==> config.mk <==
export PLATFORM = sky130hd
export DESIGN_NAME = uart_rx_os
export DESIGN_NICKNAME = d
export VERILOG_FILES = /design/src/rtl/uart_pkg.sv /design/src/rtl/uart_baud_tick.sv /design/src/rtl/uart_rx_os.sv
export SDC_FILE = /design/constraint.sdc
export NUM_CORES = 1
export LEC_CHECK = 0
export CAP_MARGIN = 10
export CORE_UTILIZATION = 60
export CTS_BUF_LIST = sky130_fd_sc_hd__clkbuf_4
export DETAILED_ROUTE_END_ITERATION = 8
export PLACE_DENSITY_LB_ADDON = 0.25
export SLEW_MARGIN = 20
export SYNTH_ARGS = -nofsm -noshare
export SYNTH_HDL_FRONTEND = slang
export SYNTH_HIERARCHICAL = 1
export SYNTH_SLANG_ARGS = --single-unit
==> constraint.sdc <==
create_clock -name clk_i -period 2.3 [get_ports clk_i]
set_input_delay 0.345 -clock clk_i [delete_from_list [all_inputs] [get_ports clk_i]]
set_output_delay 0.345 -clock clk_i [all_outputs]
set_load 0.03 [all_outputs]
**Run 1: clock nets**

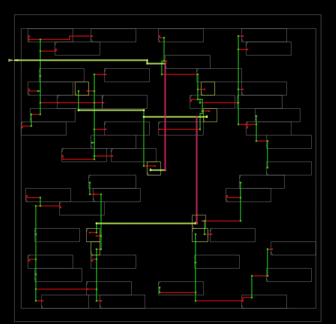
Final Skew: 0.008325 ns
clk sink count: 46
clk latency late pin: 0.35 ns
Seq cells: 46
# clk buffers: 6

**Run 1: PDN straps and rails**

Pins as bars on the die edge.
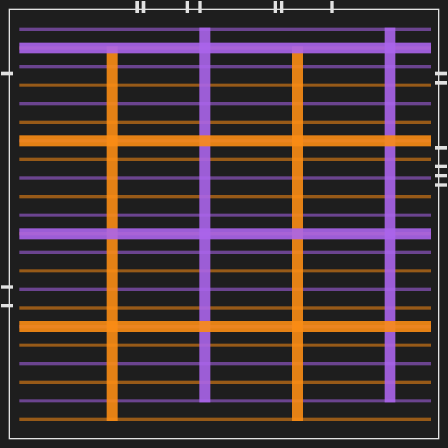
Key: orange = VSS; purple = VDD
22 met1 rails follow the rows. The core has 21 rows. 4 straps on met5.
CORE AREA: 3442 um2
maximum vdd drop: 0.0004349 V
Die Ht: 62.69 um
Die X: 62.69 um

**Run 1: M1 wires**

Supply wires on this layer in gray.
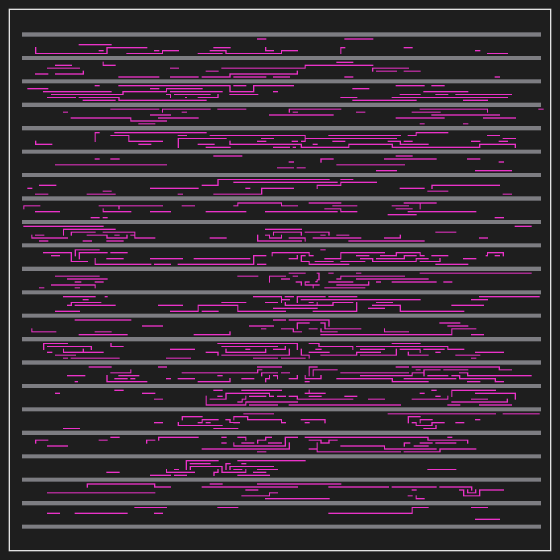
The layer holds 45% of the routed length. The layer carries 1790 um of wire. The longest straight run is 15.2 um. 198 nets have wire on it.
met1 Use GR: 28.71%
via count: 1509
final WL: 3.949 mm

**Run 1: selected gate families**

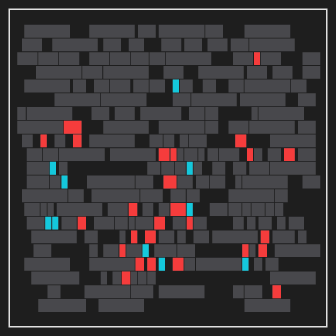
Key: red = NAND gates [cells 26]; cyan = inverters [cells 10]
post-route insts no fill: 262
Comb/total area: 39.28%
dominant logic cell type in the layout: dfrtp_1

==> run notes, run 1 <==
run results: met3 wire length 136 um, initial antenna violation count 0, Well Taps 46, synthesized area per cell 11.57 um2, seq pwr 0.000814 W, cts repair resizes 0, hold slack final 0.2353 ns, outcome finished clean, H-tree Lvls 2, NetSw 0.0002596 W, Top cells excl fill/tap dfrtp_1, mux2_2, clkdlybuf4s50_1, CP Capture Type flip-flop, flop share of the area 46.18%, count leader, synth dfrtp_1, Highest Signal Layer met4, CP Max Fanout 10, Gate power share 1.8%, Internal 0.0009504 W, Clk pwr share 30.9%, CP Cell Sequence or3b_4, or3_4, nor2b_2, mux2_2, DRT met1 WL 1.792 mm, final setup vio count 0, grt total ovfl 0, Yosys reg bits 46, cells in synth_stat.txt 191, WP buf/inv 0, Final Wtd Congestion 0.8782, Post-synth EDFFs 0, aoi share 8.777%, fill cell count 257, Largest cell class flip-flops and latches, largest stage delay on the critical path 0.43 ns, Clk. pwr 0.000374 W, comb area leader simple AND/OR/NAND/NOR gates, WL met2 1.976 mm, Final nets 225, Post-Syn Area 2210 um2
-- run 1: metal layers --
metal | vias to the layer above | track usage, %
li1 | 718 | -
met1 | 757 | 28.71
met2 | 30 | 39.67
met3 | 4 | 6.569
met4 | 0 | 6.395
met5 | - | 0
-- run 1: kinds of logic (layout without fill, tap and decap cells) --
family,after synthesis,after routing
muxes,23,23
DFF,46,46
and+or+nand+nor,58,58
xor gates and xnor gates,12,12
AOI/OAI and AO/OA,29,29
buffers and inverters,16,41
adders and majority gates,7,7
-- run 1: per-stage QoR --
step | util (%) | instances | setup slack, ns
after CTS | 72.74 | 262 | 0.1705
after detailed placement | 71.03 | 254 | 0.1799
after global routing | 72.74 | 262 | 0.08097
after global placement | 71.03 | 254 | 0.2402
final | 72.74 | 262 | 0.1594
after floorplan | - | 191 | 0.3831
==> inputs of run 2 (changes only) <==
--- a/config.mk
+++ b/config.mk
@@ -5,12 +5,13 @@
 export SDC_FILE = /design/constraint.sdc
 export NUM_CORES = 1
 export LEC_CHECK = 0
+export ABC_AREA = 1
+export ABC_CLOCK_PERIOD_IN_PS = 2300
 export CAP_MARGIN = 10
 export CORE_UTILIZATION = 60
 export CTS_BUF_LIST = sky130_fd_sc_hd__clkbuf_4
 export DETAILED_ROUTE_END_ITERATION = 8
 export PLACE_DENSITY_LB_ADDON = 0.25
-export SLEW_MARGIN = 20
 export SYNTH_ARGS = -nofsm -noshare
 export SYNTH_HDL_FRONTEND = slang
 export SYNTH_HIERARCHICAL = 1
**Run 2: PDN straps and rails**

Pins as bars on the die edge.
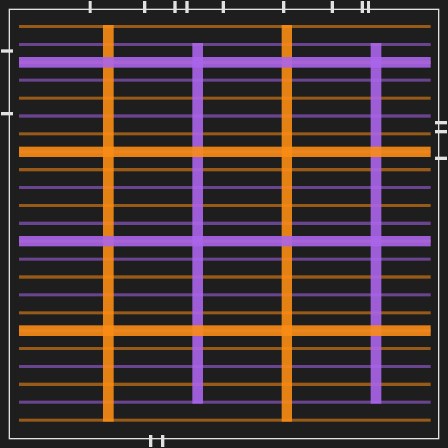
Key: orange = VSS; purple = VDD
16 signal pins sit on the boundary. 4 straps on met5. 23 met1 rails follow the rows. 4 straps on met4. The core has 22 rows.
Die Ht: 65.08 um
Die X: 65.08 um

==> run 2 against run 1 <==
Non-clock buffer count shrank 6. Sequential cell count unchanged. First-iteration DRC count rose by 21%. Design area increased by 6.1%. Power up 11%. Utilization decreased by 1.8 points. Register-to-register slack better by 0.48 ns. Worst setup slack gained 0.38 ns. Clock power up 37%. Synthesized cell count up 53%.
==> run notes, run 2 <==
run results: H-tree Lvls 2 (unchanged), Post-Syn Area 2387 um2 (was 2210 um2), maximum vdd drop 0.0004949 V (was 0.0004349 V), cts repair resizes 0 (unchanged), WP buf/inv 1 (was 0), largest stage delay on the critical path 0.67 ns (was 0.43 ns), Top cells excl fill/tap nand2_1, dfrtp_1, inv_1 (was dfrtp_1, mux2_2, clkdlybuf4s50_1), Setup WS post-layout 0.5369 ns (was 0.1594 ns), count leader, synth nand2_1 (was dfrtp_1), CP Cell Sequence clkdlybuf4s50_1 (was or3b_4, or3_4, nor2b_2, mux2_2), Final nets 322 (was 225), CTS Hold Bufs 0 (unchanged), CORE AREA 3744 um2 (was 3442 um2), Final Wtd Congestion 0.8148 (was 0.8782), via count 1817 (was 1509), hold slack final 0.2292 ns (was 0.2353 ns), Leak 1.290 nW (was 1.115 nW), CP Max Fanout 2 (was 10), clk latency late pin 0.37 ns (was 0.35 ns), final WL 4.056 mm (was 3.949 mm), dominant logic cell type in the layout nand2_1 (was dfrtp_1), Placement Setup Slack 0.6688 ns (was 0.1799 ns), fin util 70.96% (was 72.74%), fill cell count 307 (was 257), clk sink count 46 (unchanged), cells in synth_stat.txt 292 (was 191), aoi share 9.277% (was 8.777%), outcome finished clean (unchanged), Placed Cells 353 (was 254), Post-synth EDFFs 0 (unchanged), comb area leader simple AND/OR/NAND/NOR gates (unchanged), Final Skew 0.01073 ns (was 0.008325 ns), CP Capture Type output port (was flip-flop), post-route insts no fill 361 (was 262)
[run 2: power by group]
group | switching [W] | leakage [nW] | total [W] | internal (W)
logic | 0.0000169 | 0.629 | 0.0000232 | 0.00000630
registers | 0.00000105 | 0.614 | 0.000813 | 0.000812
clock network | 0.000257 | 0.0463 | 0.000511 | 0.000254
total | 0.000275 | 1.29 | 0.00135 | 0.00107
[run 2: area by class of cell]
cell class	instances	area, um2	area share (%)
sequential	46	1156	43.52
multi-input combinational	196	1020	38.39
inverter	46	172.7	6.500
timing repair buffer	17	165.2	6.218
tap	48	60.06	2.261
clock buffer	7	52.55	1.978
clock inverter	1	30.03	1.130
[run 2: metal layers]
layer	up-vias	track usage, %	routed length (um)
met5	-	0	0
met4	0	6.250	47
met3	5	6.338	106
met2	27	38.15	1927
met1	840	28.34	1975
li1	945	-	-
Power figures rest on the tool's default switching activity, not on a simulated workload.
